### config.mk
export PLATFORM = sky130hd
export DESIGN_NAME = uart_mm_slave_flat
export DESIGN_NICKNAME = d
export VERILOG_FILES = /design/src/rtl/uart_mm_slave_if.sv /design/src/rtl/uart_mm_slave.sv /design/src/flat_wrapper.sv
export SDC_FILE = /design/constraint.sdc
export NUM_CORES = 1
export LEC_CHECK = 0
export CAP_MARGIN = 20
export CORE_ASPECT_RATIO = 1.2
export CORE_MARGIN = 10
export CORE_UTILIZATION = 30
export DETAILED_ROUTE_END_ITERATION = 10
export HOLD_SLACK_MARGIN = 0.03
export PLACE_DENSITY = 0.57
export SLEW_MARGIN = 30
export SYNTH_ARGS = -nofsm -noshare
export SYNTH_HDL_FRONTEND = slang
export SYNTH_SLANG_ARGS = --single-unit
### constraint.sdc
create_clock -name clk -period 2.8 [get_ports clk]
set_input_delay 0.56 -clock clk [delete_from_list [all_inputs] [get_ports clk]]
set_output_delay 0.56 -clock clk [all_outputs]
set_load 0.02 [all_outputs]
### src/rtl/uart_mm_slave_if.sv
// Memory-map bus between the core's map master and the UART slave.
//   HSel        : slave select / read qualifier
//   WSel        : write strobe (effective only with HSel)
//   map_Address : word index inside the UART window
//   map_Data    : write data
//   HRData      : combinational read data
interface uart_mm_slave_if #(
  parameter int unsigned DATA_WIDTH = 32,
  parameter int unsigned ADDR_WIDTH = 32
);
  logic                  HSel;
  logic                  WSel;
  logic [ADDR_WIDTH-1:0] map_Address;
  logic [DATA_WIDTH-1:0] map_Data;
  logic [DATA_WIDTH-1:0] HRData;

  modport master (output HSel, WSel, map_Address, map_Data, input HRData);
  modport slave  (input HSel, WSel, map_Address, map_Data, output HRData);
endinterface

### src/rtl/uart_mm_slave.sv
// Memory-mapped 8N1 UART with programmable bit period (BAUD_DIV clocks/bit).
//   clk, rst_n : system clock, async active-low reset
//   bus        : memory-map slave port (select, strobe, index, data, read data)
//   uart_tx    : serial out, idle high
//   uart_rx    : serial in, asynchronous to clk
module uart_mm_slave #(
  parameter int unsigned DATA_WIDTH       = 32,
  parameter int unsigned ADDR_WIDTH       = 32,
  parameter int unsigned DEFAULT_BAUD_DIV = 434
) (
  input  logic            clk,
  input  logic            rst_n,
  uart_mm_slave_if.slave  bus,
  output logic            uart_tx,
  input  logic            uart_rx
);
  localparam int unsigned DIV_W = 16;

  typedef enum logic [1:0] {TX_IDLE, TX_START, TX_DATA, TX_STOP} tx_state_e;
  typedef enum logic [1:0] {RX_IDLE, RX_START, RX_DATA, RX_STOP} rx_state_e;

  tx_state_e        tx_state_q, tx_state_d;
  rx_state_e        rx_state_q, rx_state_d;
  logic [7:0]       tx_data_q, tx_data_d, tx_shift_q, tx_shift_d;
  logic [DIV_W-1:0] baud_q, baud_d, tx_cnt_q, tx_cnt_d, tx_div_q, tx_div_d;
  logic [2:0]       tx_bit_q, tx_bit_d, rx_bit_q, rx_bit_d;
  logic             busy_q, busy_d, tx_q, tx_d;
  logic [7:0]       rx_data_q, rx_data_d, rx_shift_q, rx_shift_d;
  logic [DIV_W-1:0] rx_cnt_q, rx_cnt_d, rx_div_q, rx_div_d;
  logic             rx_valid_q, rx_valid_d;
  logic [1:0]       rx_err_q, rx_err_d;
  logic             rx_s1_q, rx_s2_q, rx_prev_q;

  logic wr_c, wr_txd_c, wr_ctrl_c, wr_rxv_c, wr_rxe_c, wr_baud_c;
  logic tx_last_c, rx_last_c, rx_fall_c;
  logic [DATA_WIDTH-1:0] rdata_c;
  logic unused_data_bits;

  assign unused_data_bits = ^bus.map_Data[DATA_WIDTH-1:DIV_W];
  assign wr_c      = bus.HSel & bus.WSel;
  assign tx_last_c = (tx_cnt_q == tx_div_q - DIV_W'(1));
  assign rx_last_c = (rx_cnt_q == rx_div_q - DIV_W'(1));
  assign rx_fall_c = rx_prev_q & ~rx_s2_q;
  assign uart_tx   = tx_q;
  assign bus.HRData = rdata_c;

  // Write decode.
  always_comb begin
    wr_txd_c  = 1'b0;
    wr_ctrl_c = 1'b0;
    wr_rxv_c  = 1'b0;
    wr_rxe_c  = 1'b0;
    wr_baud_c = 1'b0;
    if (wr_c) begin
      case (bus.map_Address)
        ADDR_WIDTH'(0): wr_txd_c  = 1'b1;
        ADDR_WIDTH'(1): wr_ctrl_c = 1'b1;
        ADDR_WIDTH'(4): wr_rxv_c  = 1'b1;
        ADDR_WIDTH'(5): wr_rxe_c  = 1'b1;
        ADDR_WIDTH'(6): wr_baud_c = 1'b1;
        default: ;
      endcase
    end
  end

  // Zero-latency read mux; TX_CTRL and out-of-window indices read 0.
  always_comb begin
    rdata_c = '0;
    if (bus.HSel) begin
      case (bus.map_Address)
        ADDR_WIDTH'(0): rdata_c = DATA_WIDTH'(tx_data_q);
        ADDR_WIDTH'(2): rdata_c = DATA_WIDTH'(busy_q);
        ADDR_WIDTH'(3): rdata_c = DATA_WIDTH'(rx_data_q);
        ADDR_WIDTH'(4): rdata_c = DATA_WIDTH'(rx_valid_q);
        ADDR_WIDTH'(5): rdata_c = DATA_WIDTH'(rx_err_q);
        ADDR_WIDTH'(6): rdata_c = DATA_WIDTH'(baud_q);
        default: ;
      endcase
    end
  end

  // Config registers; a divisor below 2 would break the half-bit resample.
  always_comb begin
    tx_data_d = wr_txd_c ? bus.map_Data[7:0] : tx_data_q;
    baud_d    = baud_q;
    if (wr_baud_c) begin
      baud_d = (bus.map_Data[DIV_W-1:0] < DIV_W'(2)) ? DIV_W'(2) : bus.map_Data[DIV_W-1:0];
    end
  end

  // TX next state; the divisor is relatched at every bit boundary.
  always_comb begin
    tx_state_d = tx_state_q;
    busy_d     = busy_q;
    tx_d       = tx_q;
    tx_shift_d = tx_shift_q;
    tx_cnt_d   = tx_last_c ? '0 : tx_cnt_q + DIV_W'(1);
    tx_bit_d   = tx_bit_q;
    tx_div_d   = tx_last_c ? baud_q : tx_div_q;
    case (tx_state_q)
      TX_IDLE: begin
        tx_d     = 1'b1;
        tx_cnt_d = '0;
        tx_div_d = baud_q;
        if (wr_ctrl_c && bus.map_Data[0]) begin
          tx_shift_d = tx_data_q;
          busy_d     = 1'b1;
          tx_d       = 1'b0;
          tx_state_d = TX_START;
        end
      end
      TX_START: begin
        if (tx_last_c) begin
          tx_d       = tx_shift_q[0];
          tx_shift_d = tx_shift_q >> 1;
          tx_bit_d   = '0;
          tx_state_d = TX_DATA;
        end
      end
      TX_DATA: begin
        if (tx_last_c) begin
          if (tx_bit_q == 3'd7) begin
            tx_d       = 1'b1;
            tx_state_d = TX_STOP;
          end else begin
            tx_d       = tx_shift_q[0];
            tx_shift_d = tx_shift_q >> 1;
            tx_bit_d   = tx_bit_q + 3'd1;
          end
        end
      end
      TX_STOP: begin
        if (tx_last_c) begin
          busy_d     = 1'b0;
          tx_state_d = TX_IDLE;
        end
      end
      default: tx_state_d = TX_IDLE;
    endcase
  end

  // RX next state; clears are applied first so a same-edge set wins.
  always_comb begin
    rx_state_d = rx_state_q;
    rx_cnt_d   = rx_cnt_q + DIV_W'(1);
    rx_div_d   = rx_div_q;
    rx_bit_d   = rx_bit_q;
    rx_shift_d = rx_shift_q;
    rx_data_d  = rx_data_q;
    rx_valid_d = wr_rxv_c ? 1'b0 : rx_valid_q;
    rx_err_d   = wr_rxe_c ? 2'b00 : rx_err_q;
    case (rx_state_q)
      RX_IDLE: begin
        rx_cnt_d = '0;
        if (rx_fall_c) begin
          rx_div_d   = baud_q;
          rx_state_d = RX_START;
        end
      end
      RX_START: begin
        if (rx_cnt_q == (rx_div_q >> 1)) begin
          rx_cnt_d   = '0;
          rx_bit_d   = '0;
          rx_state_d = rx_s2_q ? RX_IDLE : RX_DATA;
        end
      end
      RX_DATA: begin
        if (rx_last_c) begin
          rx_cnt_d   = '0;
          rx_shift_d = {rx_s2_q, rx_shift_q[7:1]};
          rx_bit_d   = rx_bit_q + 3'd1;
          if (rx_bit_q == 3'd7) rx_state_d = RX_STOP;
        end
      end
      RX_STOP: begin
        if (rx_last_c) begin
          rx_cnt_d   = '0;
          rx_state_d = RX_IDLE;
          if (rx_s2_q) begin
            rx_data_d  = rx_shift_q;
            rx_valid_d = 1'b1;
            if (rx_valid_q) rx_err_d[1] = 1'b1;
          end else begin
            rx_err_d[0] = 1'b1;
          end
        end
      end
      default: rx_state_d = RX_IDLE;
    endcase
  end

  // State registers; the rx synchronizer resets to the idle-high level.
  always_ff @(posedge clk or negedge rst_n) begin
    if (!rst_n) begin
      tx_state_q <= TX_IDLE;
      rx_state_q <= RX_IDLE;
      tx_data_q  <= '0;
      baud_q     <= DIV_W'(DEFAULT_BAUD_DIV);
      tx_shift_q <= '0;
      tx_cnt_q   <= '0;
      tx_div_q   <= DIV_W'(DEFAULT_BAUD_DIV);
      tx_bit_q   <= '0;
      busy_q     <= 1'b0;
      tx_q       <= 1'b1;
      rx_data_q  <= '0;
      rx_shift_q <= '0;
      rx_cnt_q   <= '0;
      rx_div_q   <= DIV_W'(DEFAULT_BAUD_DIV);
      rx_bit_q   <= '0;
      rx_valid_q <= 1'b0;
      rx_err_q   <= '0;
      rx_s1_q    <= 1'b1;
      rx_s2_q    <= 1'b1;
      rx_prev_q  <= 1'b1;
    end else begin
      tx_state_q <= tx_state_d;
      rx_state_q <= rx_state_d;
      tx_data_q  <= tx_data_d;
      baud_q     <= baud_d;
      tx_shift_q <= tx_shift_d;
      tx_cnt_q   <= tx_cnt_d;
      tx_div_q   <= tx_div_d;
      tx_bit_q   <= tx_bit_d;
      busy_q     <= busy_d;
      tx_q       <= tx_d;
      rx_data_q  <= rx_data_d;
      rx_shift_q <= rx_shift_d;
      rx_cnt_q   <= rx_cnt_d;
      rx_div_q   <= rx_div_d;
      rx_bit_q   <= rx_bit_d;
      rx_valid_q <= rx_valid_d;
      rx_err_q   <= rx_err_d;
      rx_s1_q    <= uart_rx;
      rx_s2_q    <= rx_s1_q;
      rx_prev_q  <= rx_s2_q;
    end
  end
endmodule

### src/flat_wrapper.sv
// flat-port wrapper written by rule: the top's interface ports become plain ports
module uart_mm_slave_flat 
#(
  parameter int unsigned DATA_WIDTH       = 32,
  parameter int unsigned ADDR_WIDTH       = 32,
  parameter int unsigned DEFAULT_BAUD_DIV = 434
)
  (clk, rst_n, uart_tx, uart_rx, bus_HSel, bus_WSel, bus_map_Address, bus_map_Data, bus_HRData);
  uart_mm_slave_if #(.DATA_WIDTH(DATA_WIDTH), .ADDR_WIDTH(ADDR_WIDTH)) bus_i ();
  input  logic clk;
  input  logic rst_n;
  output logic uart_tx;
  input  logic uart_rx;
  input wire logic [$bits(bus_i.HSel)-1:0] bus_HSel;
  input wire logic [$bits(bus_i.WSel)-1:0] bus_WSel;
  input wire logic [$bits(bus_i.map_Address)-1:0] bus_map_Address;
  input wire logic [$bits(bus_i.map_Data)-1:0] bus_map_Data;
  output wire logic [$bits(bus_i.HRData)-1:0] bus_HRData;
  assign bus_i.HSel = bus_HSel;
  assign bus_i.WSel = bus_WSel;
  assign bus_i.map_Address = bus_map_Address;
  assign bus_i.map_Data = bus_map_Data;
  assign bus_HRData = bus_i.HRData;
  uart_mm_slave #(.DATA_WIDTH(DATA_WIDTH), .ADDR_WIDTH(ADDR_WIDTH), .DEFAULT_BAUD_DIV(DEFAULT_BAUD_DIV)) u_core (.clk(clk), .rst_n(rst_n), .bus(bus_i), .uart_tx(uart_tx), .uart_rx(uart_rx));
endmodule
==> impl_metrics.yaml, run 1 <==
# synthesis and place-and-route metrics
timing:
  finalSetupViolations: 74
  fin_tns_setup_ns: -6.225
  relSlewSlack_pct: 46.41
  finalCriticalPeriod_ns: 2.986
  transition_at_the_pin_with_the_smallest_max_transition_slack_ns: 0.8014
  timing.final.ws_setup_ns: -0.1859
detailed_routing:
  detail_route.first_pass.iterations: 5
  met3_wirelength_mm: 1.141
  met1_length_mm: 9.400
  initialDrtViolationCount: 312
  drt-wirelength-per-cell_um: 15.97
  vias_per_cell: 4.854
setup_path:
  r2r_cells: 9
  regToRegStartpoint: "u_core.tx_div_q[3]$_DFFE_PN0P_"
  worstPathArrival_ns: 3.29
  critPathCapture: "u_core.tx_state_q[0]$_DFFE_PN0P_"
  rr_endpoint: "u_core.tx_state_q[0]$_DFFE_PN0P_"
  critical_path_class: "reg2reg"
  startpoint_type: "flip-flop"
  crit_path_max_fanout: 6
  setup.worst_path.start: "u_core.tx_div_q[3]$_DFFE_PN0P_"
clock_network:
  cts-htree-levels: 4
  cts_tree: "built"
  cts-root-buf: "sky130_fd_sc_hd__clkbuf_16"
  cts-buffers-inserted: 17
synth:
  synth.avg_cell_area_um2: 10.27
  top_cells_by_count: "sky130_fd_sc_hd__dfrtp_1, sky130_fd_sc_hd__mux2_2, sky130_fd_sc_hd__nor2_1"
  post_synth_main_area_contributors: "sky130_fd_sc_hd__dfrtp_1, sky130_fd_sc_hd__mux2_2, sky130_fd_sc_hd__dfstp_2"
  synth_flop_count: 130
  cell_area_after_synthesis_um2: 7669
  synthDominantCellAreaShare_pct: 36.22
  dominantRegCellSynth: "sky130_fd_sc_hd__dfrtp_1"
  synth_warnings: 0
run:
  warnings: 53
  max_cap_viol_count: 0
layout:
  non_filler_instance_count_after_layout: 1247
  final_layout_size_suffix_gt1_share_pct: 39.15
  layout.cells.largest_class: "multi-input combinational cells"
  layout.nets: 991
  comb-cell-share_pct: 42.91
  diodes: 0
  nClkBuffers: 17
floorplan:
  fp_util_pct: 30.21
  rows: 64
  dieHeight_um: 195.1
  chip_footprint_um2: 32380
  num_io_pins: 102
global_route:
  global_route.overflow_total: 0
  grt.busiest_layer: "met2"
  grt_pass1_wl_mm: 32.55
  groute.usage.overall_pct: 12.04
  initial_antenna_violation_count: 0
  vias_in_the_first_global_route: 6208
power_and_ir_drop:
  p_sw_uw: 1301
  power.sequential.fraction_pct: 37.5
  pwr_density_cell_nw_per_um2: 491.2
  total_leakage_power_uw: 0.004830
outcome:
  run_status: "finished with violations"
  failed_checks: "setup timing"
[run 1: what timing repair did]
| item | 4_1_cts | 5_1_grt |
|---|---|---|
| pin swaps | 33 | 38 |
| setup buffers | 10 | 10 |
| cloned | 0 | 2 |
| setup endpoints to repair | 85 | 101 |
| resized | 214 | 51 |
| hold buffers | 0 | 0 |
[run 1: layout by cell type (no fill, tap or decap), drive strengths merged, types with 7 or more instances in the layout]
cell type      Yosys  routed
nor2              67      67
clkdlybuf4s50      0      23
dfrtp            111     111
nor3              16      16
and3              11      11
nand4              9       9
dfstp             19      19
buf               25     140
clkdlybuf4s15      0       8
inv               24      27
clkbuf            29      18
a211oi             7       7
conb               1      16
nand2             46      46
nor4              20      20
mux2              84      84
or4                9       9
xnor2             36      36
nand2b            10      10
ha                18      18
and2              10      10
o21ai             31      31
a21oi             11      11
xor2              40      40
nand3             31      32
[run 1: power by group through the flow]
stage	Combinational [µW]	Clock [µW]	Sequential, µW
2_1_floorplan	330	0	1970
3_3_place_gp	595	0	1980
3_5_place_dp	601	0	1980
4_1_cts	608	2530	1940
5_1_grt	844	2620	1950
6_report	772	2470	1940
[run 1: critical path: stages (launching register included)]
cell and delay (ns):
sky130_fd_sc_hd__dfrtp_1 0.41, sky130_fd_sc_hd__or4_4 0.56, sky130_fd_sc_hd__nor4_4 0.33, sky130_fd_sc_hd__mux2_4 0.34, sky130_fd_sc_hd__a21oi_4 0.15, sky130_fd_sc_hd__o2111ai_2 0.17
sky130_fd_sc_hd__buf_12 0.18, sky130_fd_sc_hd__buf_6 0.11, sky130_fd_sc_hd__a221oi_4 0.29, sky130_fd_sc_hd__mux2_4 0.32
[run 1: through the flow]
stage	area, µm²	utilization, %
finish	10560	41.61
global route	10560	41.61
global placement	9359	36.87
floorplan	7853	-
CTS	10240	40.32
detailed placement	9359	36.87
[run 1: sequential cells by signal (all words and copies together) (netlist names), named ones only]
| register | count |
|---|---|
| u_core.rx_div_q | 16 |
| u_core.rx_cnt_q | 16 |
| u_core.tx_state_q | 2 |
| u_core.rx_s1_q | 1 |
| u_core.tx_bit_q | 3 |
| u_core.tx_cnt_q | 16 |
| u_core.busy_q | 1 |
| u_core.rx_err_q | 2 |
| u_core.rx_prev_q | 1 |
| u_core.baud_q | 16 |
| u_core.rx_data_q | 8 |
| u_core.rx_bit_q | 3 |
| u_core.rx_valid_q | 1 |
| u_core.tx_shift_q | 8 |
| u_core.rx_state_q | 1 |
| u_core.tx_data_q | 8 |
| u_core.rx_s2_q | 1 |
| u_core.tx_div_q | 16 |
| u_core.uart_tx | 1 |
| u_core.rx_shift_q | 8 |
[run 1: cell families (layout without fill, tap and decap cells)]
family                   Yosys count  in the layout  synth area share (%)
AND/OR/NAND/NOR                  257            258                 18.21
flip-flops                       130            130                 42.73
AND-OR/OR-AND                     98             98                 9.251
multiplexers                      89             89                 13.33
buffers and inverters             78            232                 4.813
XOR/XNOR                          76             76                 8.680
adder cells (fa/ha/maj)           18             18                 2.937
other                              1             16               0.04890
### Metal 1, run 1

Scale bar: 50 µm. Supply wires on this layer in gray.
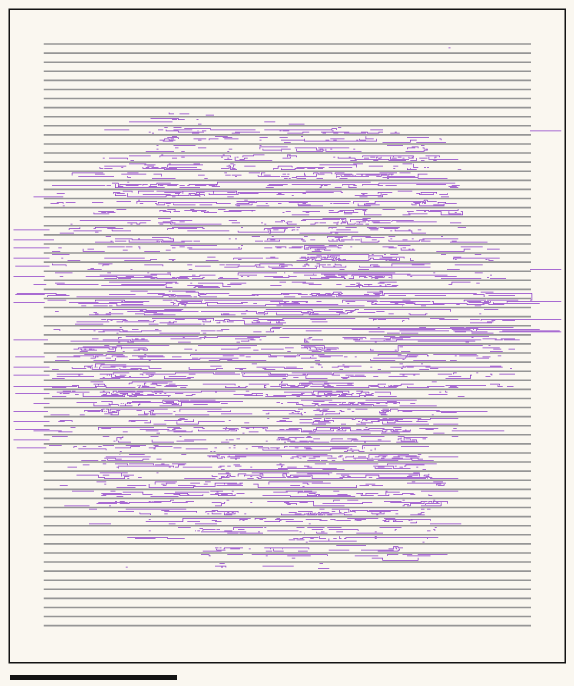
The wires run mostly horizontal. 871 nets have wire on it.
DR vias: 6,053
met1 Track Usage GR: 15.57%
Routed WL: 19.91 mm

### Signal wires on met2, run 1

Cells faint in the background.
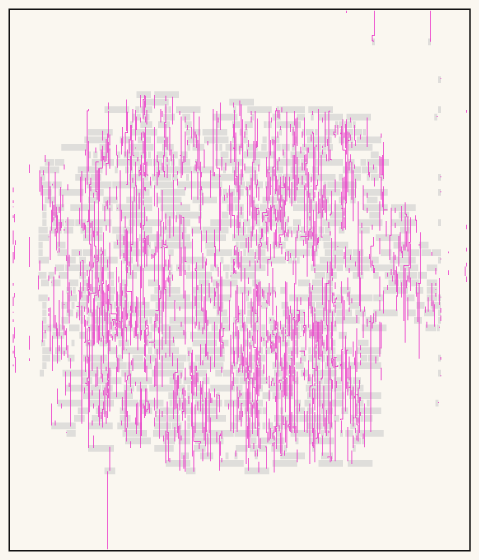
The wires run mostly vertical. The longest straight run is 47.9 µm. 830 nets have wire on it.
met2 Use GR: 18.72%

### M3 wires, run 1

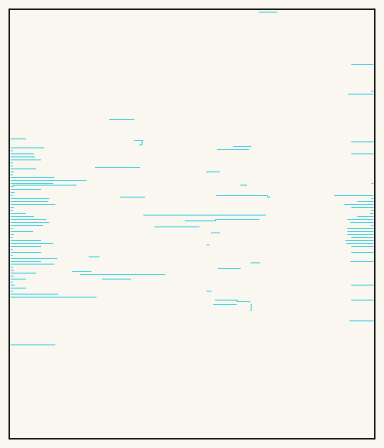
The layer holds 5.7% of the routed length. 97 nets have wire on it. The wires run mostly horizontal. The layer carries 1,140 µm of wire.
met3 track demand over resource in global routing: 3.957%

### The metal 4 layer, run 1

Scale bar: 50 µm. Supply wires on this layer in gray.
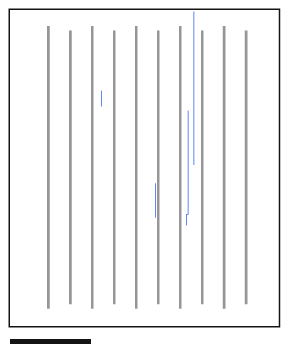
The layer carries 197 µm of wire. 3 nets have wire on it.

### Track usage over the die, run 1

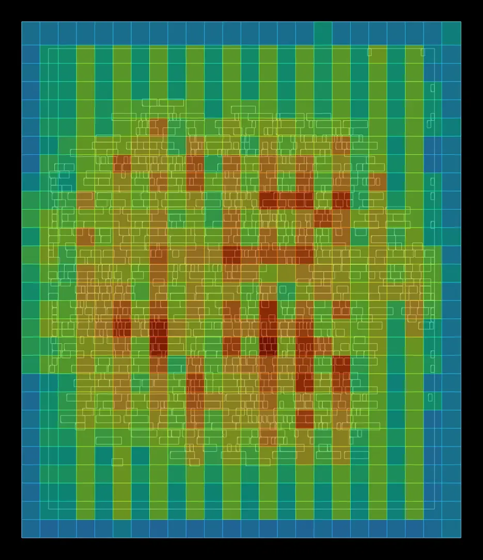

==> run 1 -> run 2 <==
Settings changed: CORE_MARGIN 10 to 1, CORE_UTILIZATION 30 to 34, PLACE_DENSITY 0.57 to 0.63.
### Track usage over the die, run 2

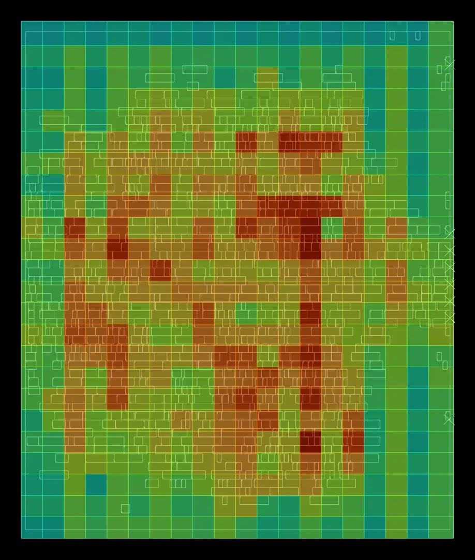
met1 Track Usage GR: 21.69%
met2 Use GR: 28.17%
met3 track demand over resource in global routing: 3.594%

==> run 2 against run 1 <==
Effect of this change:
- the run ends with DRC, setup timing left
- combinational power decreased by 22%
- sequential cell count unchanged
- routed wire length decreased by 1.1%
- cell area increased by 1.8%
- worst setup slack got worse by 0.019 ns
- register-to-register slack got worse by 0.02 ns
- total power decreased by 6.5%
- via count increased by 3.1%
- highest routed layer unchanged
==> impl_metrics.yaml, run 2 <==
# synthesis and place-and-route metrics
setup_path:
  crit_family: "simple AND/OR/NAND/NOR gates"
  setup.worst_path.start: "u_core.tx_div_q[0]$_DFFE_PN0P_"
  rr_endpoint: "u_core.tx_shift_q[3]$_DFFE_PN0P_"
  crit_path_top_delay_cell: "sky130_fd_sc_hd__or4_4"
  path_depth: 11
  regToRegStartpoint: "u_core.tx_div_q[0]$_DFFE_PN0P_"
  cpPeakStageDelay_ns: 0.56
  worstPathArrival_ns: 3.31
  critPathCapture: "u_core.tx_shift_q[3]$_DFFE_PN0P_"
  path_buffers: 3
  critical_path_class: "reg2reg"
  crit_path_max_fanout: 8
  startpoint_type: "flip-flop"
  crit_chain: "buf_6 > or4_4 > nor4_4 > mux2_4 > a21oi_4 > o2111ai_2 > buf_12 > a211oi_4 > nor2_4 > buf_12 > mux2_4"
timing:
  hold_viol: 0
  finalSetupViolations: 43
  timing.final.ws_setup_ns: -0.2050
  finalClockPeriodUsage_pct: 107.3
  finalCriticalPeriod_ns: 3.005
  transition_at_the_pin_with_the_smallest_max_transition_slack_ns: 0.8183
  relSlewSlack_pct: 45.28
layout:
  non_filler_instance_count_after_layout: 1197
  fillerInstances: 1943
  layout.nets: 997
  diodes: 0
  final_layout_size_suffix_gt1_share_pct: 42.47
  final_layout_top_logic_cell: "sky130_fd_sc_hd__dfrtp_1"
detailed_routing:
  detail_route.drc_violations: 8
  vias_per_cell: 5.212
  wl_mm: 19.70
  drt-wirelength-per-cell_um: 16.46
  via_count: 6239
  met1_length_mm: 8.843
  initialDrtViolationCount: 353
  detail_route.first_pass.iterations: 8
clock_network:
  postCtsHoldBufs: 0
  cts_buffer_depth: 2
  cts-root-buf: "sky130_fd_sc_hd__clkbuf_16"
  cts-buffers-inserted: 17
  tritoncts_num_sinks: 130
  cts-htree-levels: 4
  cts_tree: "built"
synth:
  synth-cells-yosys: 747
  dominantRegCellSynth: "sky130_fd_sc_hd__dfrtp_1"
  synth.avg_cell_area_um2: 10.27
  top_cells_by_count: "sky130_fd_sc_hd__dfrtp_1, sky130_fd_sc_hd__mux2_2, sky130_fd_sc_hd__nor2_1"
  synth_flop_count: 130
  synthDominantCellAreaShare_pct: 36.22
  synth_cell_type_count: 70
  yosys_area_um2: 7669
  post_synth_main_area_contributors: "sky130_fd_sc_hd__dfrtp_1, sky130_fd_sc_hd__mux2_2, sky130_fd_sc_hd__dfstp_2"
floorplan:
  num_io_pins: 102
  dieHeight_um: 166.5
  chip_footprint_um2: 23160
  rows: 59
  fp_util_pct: 34.98
global_route:
  groute.usage.overall_pct: 17.09
  grt_pass1_wl_mm: 31.50
  initial_antenna_violation_count: 0
power_and_ir_drop:
  total_leakage_power_uw: 0.004948
  ir_drop_mv: 0.4401
  pwr_density_cell_nw_per_um2: 451.2
worst_hold_path:
  min_path_type: "in2async"
run:
  warnings: 53
  max_cap_viol_count: 0
outcome:
  failed_checks: "DRC, setup timing"
  run_status: "finished with violations"
placement:
  globalplace.congestion: 0.8593
  detailed_place_hpwl_mm: 13.53
==> run 2: per-stage QoR <==
step	hold slack [ns]	power [µW]	cell area, µm²	setup TNS (ns)	setup slack (ns)
floorplan	0.2644	2304	7853	-0.7170	-0.09250
global placement	0.3525	2557	9303	-23.23	-0.7868
detailed placement	0.3526	2561	9303	-27.80	-0.8760
CTS	0.1420	4889	10230	-2.777	-0.2011
global route	0.1623	5060	10750	-9.976	-0.2840
finish	0.1297	4852	10750	-5.074	-0.2050
==> run 2: repair_timing <==
item	CTS	global route
pin swaps	33	32
setup endpoints to repair	82	85
resized	216	105
gates cloned	0	4
buffers inserted	13	7
==> run 2: worst min-delay path by stage <==
| stage | slack (ns) | endpoint | cells past startpoint |
|---|---|---|---|
| after floorplan | 0.26 | asynchronous set/reset pin | 0 |
| after global placement | 0.35 | u_core.rx_s2_q$_DFF_PN1_ | 0 |
| after detailed placement | 0.35 | u_core.rx_s2_q$_DFF_PN1_ | 0 |
| after CTS | 0.14 | u_core.rx_data_q[7]$_DFFE_PN0P_ | 1 |
| after global routing | 0.16 | u_core.rx_data_q[7]$_DFFE_PN0P_ | 1 |
| final | 0.13 | u_core.rx_data_q[7]$_DFFE_PN0P_ | 1 |
==> run 2: per-layer routing <==
metal  vias up  GRT usage (%)
li1       2964              -
met1      3063          21.69
met2       184          28.17
met3        28          3.594
met4         0          7.101
met5         -              0
==> run 2: logic make-up (layout without fill, tap and decap cells) <==
kind of cell	after synthesis	after routing	share of synthesized area, %
fa+ha+maj	18	18	2.937
mux	89	89	13.33
flops	130	130	42.73
other cells	1	16	0.04890
buf+inv	78	239	4.813
xor+xnor	76	76	8.680
simple gates	257	257	18.21
compound gates	98	98	9.251
==> run 2: area by class of cell <==
type                            count  area (µm²)  area share (%)
Tap cell                          274       342.8           3.188
Clock inverter                     15       183.9           1.710
Clock buffer                       17       425.4           3.956
Multi-Input combinational cell    554        4771           44.36
Timing Repair Buffer              183        1664           15.47
Inverter                           24       90.09          0.8377
Sequential cell                   130        3277           30.47
==> run 2: worst reg2reg max path: cells and delay by family, from the launching register on <==
| family | cells | cell delay, ns |
|---|---|---|
| flip-flops | 1 | 0.40 |
| AND-OR/OR-AND | 3 | 0.56 |
| AND/OR/NAND/NOR | 3 | 0.84 |
| buffers and inverters | 3 | 0.46 |
| multiplexers | 2 | 0.65 |
==> run 2: report_power, final <==
group / leakage [µW] / internal, µW / switching [µW]
clock network: 0.000290 / 1410 / 889
registers: 0.00172 / 1910 / 35.5
logic: 0.00293 / 285 / 320
Power figures rest on the tool's default switching activity, not on a simulated workload.
